**config.mk**
```make
export PLATFORM = sky130hd
export DESIGN_NAME = farm_sensor_ctrl
export DESIGN_NICKNAME = d
export VERILOG_FILES = /design/src/rtl/farm_sensor_ctrl.sv
export SDC_FILE = /design/constraint.sdc
export NUM_CORES = 1
export LEC_CHECK = 0
export CAP_MARGIN = 20
export CORE_AREA = 5 5 42 44
export DETAILED_ROUTE_END_ITERATION = 8
export DIE_AREA = 0 0 47 49
export HOLD_SLACK_MARGIN = 0.08
export PLACE_DENSITY = 0.67
export SETUP_SLACK_MARGIN = 0.15
export SYNTH_ARGS = -nofsm -noshare
export SYNTH_HDL_FRONTEND = slang
export SYNTH_SLANG_ARGS = --single-unit
```
**constraint.sdc**
```tcl
create_clock -name clk -period 4.9 [get_ports clk]
set_input_delay 0.98 -clock clk [delete_from_list [all_inputs] [get_ports clk]]
set_output_delay 0.98 -clock clk [all_outputs]
set_load 0.05 [all_outputs]
```
**src/rtl/farm_sensor_ctrl.sv**
```systemverilog
// farm_sensor_ctrl
// Conditions the raw farm-road loop detector for the trafficlights
// controller. The detector is synchronised, then debounced. The module keeps
// a saturating count of the vehicles queued on the farm road. The count rises
// on an accepted arrival while the farm lamp is not GREEN. It falls on an
// accepted departure while the farm lamp is GREEN. The car-waiting request
// x is high whenever the count is non-zero.
module farm_sensor_ctrl #(
  parameter int DEBOUNCE = 4,
  parameter int CNT_W    = 4
) (
  input  logic             clk,
  input  logic             clear,
  input  logic             loop_raw,
  input  logic [1:0]       farm,
  output logic             x,
  output logic [CNT_W-1:0] queue,
  output logic             overflow
);

  // The debounce counter only ever needs to reach DEBOUNCE-1.
  localparam int                DBC_W      = (DEBOUNCE > 2) ? $clog2(DEBOUNCE) : 1;
  localparam logic [DBC_W-1:0]  DBC_LAST   = DBC_W'(DEBOUNCE - 1);
  localparam logic [CNT_W-1:0]  Q_MAX      = '1;
  localparam logic [1:0]        FARM_GREEN = 2'd2;

  // Two-stage synchroniser for the asynchronous detector input.
  logic             r_s1;
  logic             r_s2;

  // Debounce state: accepted level plus count of consecutive disagreeing cycles.
  logic             r_det;
  logic [DBC_W-1:0] r_dbc;

  // Vehicle queue and sticky saturation flag.
  logic [CNT_W-1:0] r_queue;
  logic             r_overflow;

  // Flip / event decode.
  logic             w_differ;
  logic             w_flip;
  logic             w_rise;
  logic             w_fall;
  logic             w_green;
  logic             w_arrive;
  logic             w_depart;
  logic             w_full;

  // The synchronised level must disagree with the accepted level on
  // DEBOUNCE consecutive edges. On the last of those edges it is accepted.
  assign w_differ = (r_s2 != r_det);
  assign w_flip   = w_differ && (r_dbc == DBC_LAST);
  assign w_rise   = w_flip && r_s2;
  assign w_fall   = w_flip && !r_s2;

  // The farm lamp is only looked at on the flip edge itself. Encoding 3
  // counts as not-GREEN.
  assign w_green  = (farm == FARM_GREEN);
  assign w_arrive = w_rise && !w_green;
  assign w_depart = w_fall && w_green && (r_queue != '0);
  assign w_full   = (r_queue == Q_MAX);

  // Synchroniser: nothing else in the block touches loop_raw.
  always_ff @(posedge clk) begin
    if (clear) begin
      r_s1 <= 1'b0;
      r_s2 <= 1'b0;
    end else begin
      r_s1 <= loop_raw;
      r_s2 <= r_s1;
    end
  end

  // Debounce: any agreeing cycle restarts the count. A pulse shorter than
  // DEBOUNCE cycles therefore never reaches the flip.
  always_ff @(posedge clk) begin
    if (clear) begin
      r_det <= 1'b0;
      r_dbc <= '0;
    end else if (!w_differ) begin
      r_dbc <= '0;
    end else if (w_flip) begin
      r_det <= r_s2;
      r_dbc <= '0;
    end else begin
      r_dbc <= r_dbc + 1'b1;
    end
  end

  // Queue count. An arrival at full scale is dropped and recorded in the
  // sticky flag. A departure from an empty queue is ignored, so the count
  // cannot underflow.
  always_ff @(posedge clk) begin
    if (clear) begin
      r_queue    <= '0;
      r_overflow <= 1'b0;
    end else if (w_arrive) begin
      if (w_full) begin
        r_overflow <= 1'b1;
      end else begin
        r_queue <= r_queue + 1'b1;
      end
    end else if (w_depart) begin
      r_queue <= r_queue - 1'b1;
    end
  end

  // The request is decoded straight from the queue register, so it cannot
  // glitch. It stays high through YELLOW and RED while vehicles remain.
  assign x        = (r_queue != '0);
  assign queue    = r_queue;
  assign overflow = r_overflow;

endmodule

```
**Run 1: placement density heat map**

Drawn at 8 px/um. The die is cut into 9 by 10 equal tiles; dark blue is low, red is high, 0 to 100% covered.
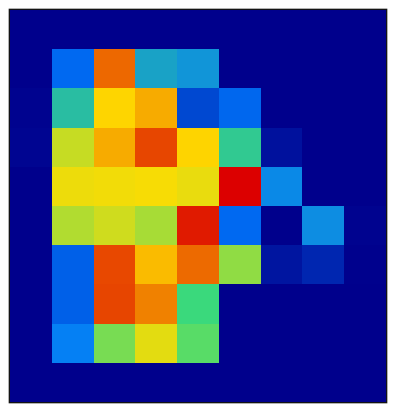
nearly empty tiles: 53%
densest ninth of the die: center
emptiest ninth of the die: north-east
tiles over 75% full: 14%
Finished Core Util: 44.5%
Std-Cell Core Area: 1400 sq um

**Run 1: metal 3**

Drawn at 10 px/um. Cells faint in the background.
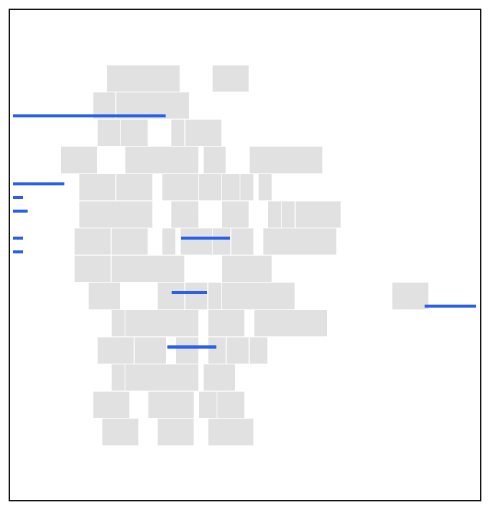
wire length on this layer: 40.2 um
nets with wire on the layer: 10
main direction: horizontal
share of all routed wire: 4.9%

**Run 1: congestion heat map**

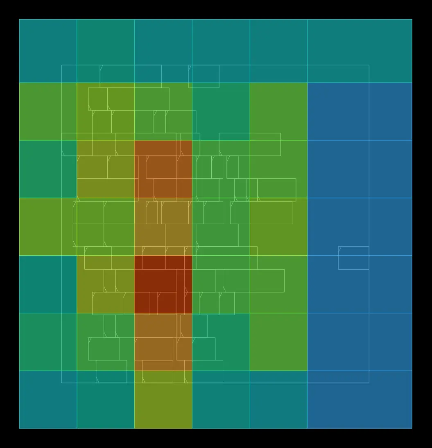
grt met2 use: 11.3%
post-detailed-route wirelength per cell: 10.6 um

==> flow_metrics.env, run 1 <==
# source this file to load flow results
export IMPL_outcome="completed"
export IMPL_nets=71
export IMPL_drt_initial_drc_count=7
export IMPL_syn_mean_instance_area_sq_um=9.83
export IMPL_setup_worst_path_end_class="flip-flop"
export IMPL_total_die_area_sq_um=2300
export IMPL_netlist_top_cell_by_instances="dfxtp_1"
export IMPL_cts_repair_timing_setup_buffer_count=0
export IMPL_area_share_sequential_pct=32.1
export IMPL_antenna_cells=0
export IMPL_postCtsHoldBufs=0
export IMPL_area_sequential_sq_um=200
export IMPL_timing_critical_path_cells="clkdlybuf4s50_1, nand2b_1, nand3_1, ha_1, a21o_1, a21oi_1, xor2_1, or3_1, a21oi_1"
export IMPL_top_area_cell_class="multi-input combinational cells"
export IMPL_final_max_tran_viols=0
export IMPL_largest_register_ffs=4
export IMPL_cts_path_max_buffers=2
export IMPL_critical_path_class="in -> reg"
export IMPL_max_freq_mhz=346
export IMPL_yosys_adder_share_pct=11.9
export IMPL_critical_path_slowest_cell="clkdlybuf4s50_1"
export IMPL_rows=14
export IMPL_compound_cell_area_share_of_the_yosys_netlist_pct=9.61
export IMPL_finalCriticalPeriod_ns=2.89
export IMPL_crit_arrival_ns=3.08
export IMPL_syn_instance_count=49
export IMPL_synth_area_top_cells="dfxtp_1, ha_1, mux2i_1"
export IMPL_netlist_top_cells_count="dfxtp_1, nor2_1, nor2b_1"
export IMPL_critical_path_launch_point_type="input pin"
export IMPL_leakage_nw=0.257
export IMPL_largest_family_of_logic_cells_by_area="simple AND/OR/NAND/NOR gates"
export IMPL_layout_filler_cells=142
export IMPL_synth_ff_latch_count=10
export IMPL_routed_via_density=4.75
export IMPL_synthDominantCellAreaShare_pct=41.6
export IMPL_setup_repair_after_global_routing_missed_its_margin="no"
export IMPL_seq_cell_count=10
export IMPL_yosysWarnings=0
export IMPL_simple_gate_share_pct=21.3
export IMPL_clock_sink_count=10
export IMPL_worstHoldPathType="reg -> reg"
export IMPL_setup_tns_final_ns=0
export IMPL_layout_area_overhead_vs_synth_pct=29.4
export IMPL_post_synth_design_cell_area_sq_um=482
export IMPL_timing_critical_path_fanout_max=5
export IMPL_warning_count=26
## run 1: metrics by stage
step	util [%]	cells	setup slack, ns	total power, mW	cell area (sq um)
detailed placement	41.9	73	1.79	0.0915	587
CTS	44.5	77	2.00	0.164	623
floorplan	-	49	2.44	0.0877	482
global placement	41.9	73	1.83	0.0914	587
finish	44.5	77	2.01	0.162	623
global route	44.5	77	1.89	0.169	623
## run 1: power by group
group,internal (mW),switching [mW]
Clock,0.0450,0.0267
Sequential,0.0823,0.000523
Combinational,0.00432,0.00268
## run 1: layer usage
layer,up-vias,global-route usage (%),part of all wire [%]
met4,0,2.76,0
met1,159,11.0,48
met3,0,4.43,4.9
met2,13,11.3,47
met5,-,0,0
li1,194,-,-
## run 1: path summary, 6_finish.rpt
| kind | slack (ns) | depth (start not counted) | from | to |
|---|---|---|---|---|
| worst min-delay path | 0.43 | 1 | r_dbc[0] | r_dbc[0] |
| worst min register to register | 0.43 | 1 | r_dbc[0] | r_dbc[0] |
| worst max register to register | 2.80 | 8 | r_s2 | queue[3] |
| worst max-delay path | 2.01 | 9 | farm[0] | queue[3] |
## run 1: placed cells by master, fill, tap and decap left out
master / netlist / layout
dfxtp_1: 10 / 10
nor2_1: 8 / 8
or4_1: 1 / 1
nor2b_1: 4 / 4
clkdlybuf4s50_1: 0 / 10
mux2i_1: 3 / 3
a32oi_1: 1 / 1
nand4_1: 1 / 1
inv_1: 1 / 1
clkbuf_8: 0 / 1
fa_1: 1 / 1
nand3_1: 1 / 1
nand2b_1: 2 / 2
a21o_1: 1 / 1
o21ai_1: 1 / 1
a21oi_1: 2 / 2
clkbuf_4: 0 / 3
o21ba_2: 1 / 1
nor4bb_1: 1 / 1
o21ai_0: 1 / 1
or3_1: 1 / 1
ha_1: 3 / 3
xor2_1: 3 / 3
**Run 1: port wiring**

Drawn at 6 px/um.
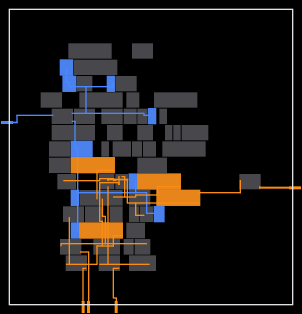

==> run 2: changes to the inputs <==
--- a/config.mk
+++ b/config.mk
@@ -10,7 +10,7 @@
 export DETAILED_ROUTE_END_ITERATION = 8
 export DIE_AREA = 0 0 47 49
 export HOLD_SLACK_MARGIN = 0.08
-export PLACE_DENSITY = 0.67
+export PLACE_DENSITY = 0.69
 export SETUP_SLACK_MARGIN = 0.15
 export SYNTH_ARGS = -nofsm -noshare
 export SYNTH_HDL_FRONTEND = slang
==> constraint.sdc (replaced) <==
create_clock -name clk -period 2.53 [get_ports clk]
set_input_delay 0.506 -clock clk [delete_from_list [all_inputs] [get_ports clk]]
set_output_delay 0.506 -clock clk [all_outputs]
set_load 0.05 [all_outputs]
**Run 2: port wiring**

Drawn at 6 px/um.
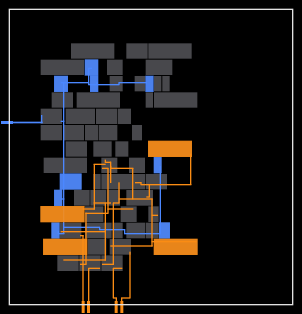
| port | color | direction | end cells | wire |
|---|---|---|---|---|
| queue | orange | output | 4 | 175 um |
| clear | blue | input | 9 | 80.2 um |

**Run 2: metal 3**

Drawn at 10 px/um. Cells faint in the background.
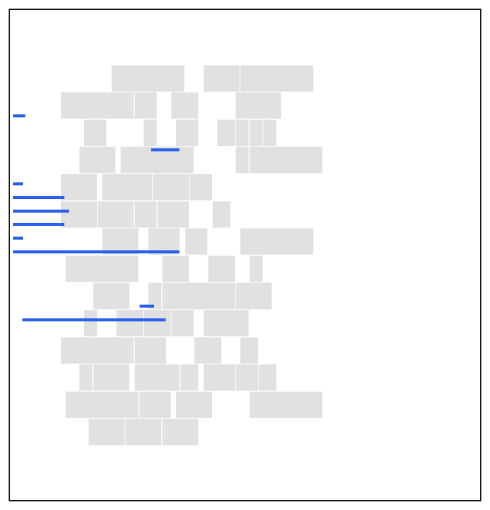
wire length on this layer: 51.3 um
longest straight run: 16.3 um
main direction: horizontal
nets with wire on the layer: 8
share of all routed wire: 5.9%
detailed-route via count: 381
total detailed-routing wirelength: 872 um

**Run 2: congestion heat map**

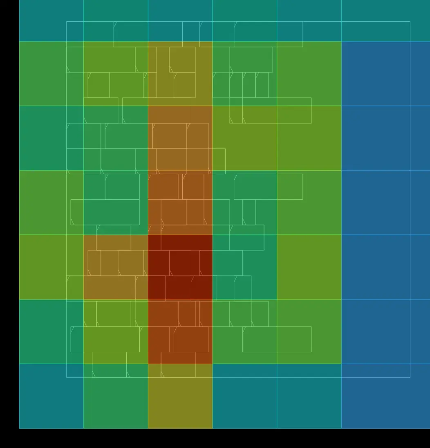
GRT met1 Usage: 10.3%
post-detailed-route wirelength per cell: 11.2 um
GR met3 Demand/Resource: 4.06%

==> run 2 against run 1 <==
Against the previous run:
- die size stayed put
- via count is 4.1% higher
- sequential share of layout area is 0.32 points lower
- first-iteration DRC count is 57% lower
- core utilization is 0.45 points higher
- routed wire length is 6.3% higher
- setup slack worse by 1.6 ns
- critical endpoint unchanged
==> flow_metrics.env, run 2 <==
# source this file to load flow results
export IMPL_outcome="completed"
export IMPL_numPlacedInstances=74
export IMPL_std_cell_core_area_sq_um=1400
export IMPL_powerSeq_mw=0.160
export IMPL_compound_cell_area_share_of_the_yosys_netlist_pct=9.61
export IMPL_max_freq_mhz=462
export IMPL_antenna_cells=0
export IMPL_netlist_top_cell_by_instances="dfxtp_1"
export IMPL_setup_repair_after_global_routing_missed_its_margin="no"
export IMPL_timing_critical_path_fanout_max=4
export IMPL_leakage_nw=0.266
export IMPL_rows=14
export IMPL_postCtsHoldBufs=0
export IMPL_maxPowerGroup="registers"
export IMPL_syn_mean_instance_area_sq_um=9.83
export IMPL_sequentialPowerShare_pct=50.5
export IMPL_pre_cts_setup_slack_ns=0.0787
export IMPL_worstHoldPathType="reg -> reg"
export IMPL_synthDominantCellAreaShare_pct=41.6
export IMPL_comb_cell_power_mw=0.0131
export IMPL_total_die_area_sq_um=2300
export IMPL_post_synth_design_cell_area_sq_um=482
export IMPL_cts_path_max_buffers=2
export IMPL_hold_path_startpoint="r_dbc[0]"
export IMPL_power_clock_fraction_pct=45.3
export IMPL_p_clk_mw=0.144
export IMPL_report_power_total_mw=0.317
export IMPL_holdPathStages=1
run 2: cell families after synthesis:
logic type                 after synthesis
xor gates and xnor gates                 3
adders and majority gates                4
and+or+nand+nor                         19
AOI/OAI and AO/OA                        7
DFF                                     10
buffers and inverters                    3
muxes                                    3
run 2: final cells by class:
cell class	count	area (sq um)
Clock buffer	4	36.3
Fill cell	146	772
Inverter	1	3.75
Multi-Input combinational cell	36	263
Sequential cell	10	200
Tap cell	16	20.0
Timing Repair Buffer	11	106
run 2: metal layers:
metal	track usage, %	vias up	wire length, um	part of all wire (%)
met1	10.3	173	393	45
li1	-	195	-	-
met5	0	-	0	0
met2	15.6	9	391	45
met3	4.06	4	51	5.8
met4	8.29	0	36	4.1
run 2: metrics by stage:
| step | utilization (%) | hold WS, ns |
|---|---|---|
| 6_report | 44.9 | 0.421 |
| 5_1_grt | 44.9 | 0.458 |
| 4_1_cts | 44.9 | 0.429 |
| 3_5_place_dp | 42.4 | 0.419 |
| 3_3_place_gp | 42.4 | 0.409 |
| 2_1_floorplan | - | 0.399 |
run 2: worst register-to-register path: stages, from the launching register on:
cell     delay (ns)
dfxtp_1        0.37
nor2b_1        0.22
nand3_1        0.13
buf_4          0.17
ha_1           0.30
a21oi_1        0.16
xor2_1         0.09
or3_1          0.30
a21oi_1        0.13
run 2: how the worst max path moves through the flow:
stage	startpoint	endpoint	slack (ns)
after floorplan	queue[1]	queue[1]	0.37
after global placement	farm[0]	queue[3]	0.09
after detailed placement	farm[0]	queue[3]	0.08
after CTS	farm[0]	queue[3]	0.37
after global routing	farm[0]	queue[3]	0.21
final	farm[0]	queue[3]	0.36
Power is estimated from default activity; no workload was simulated.
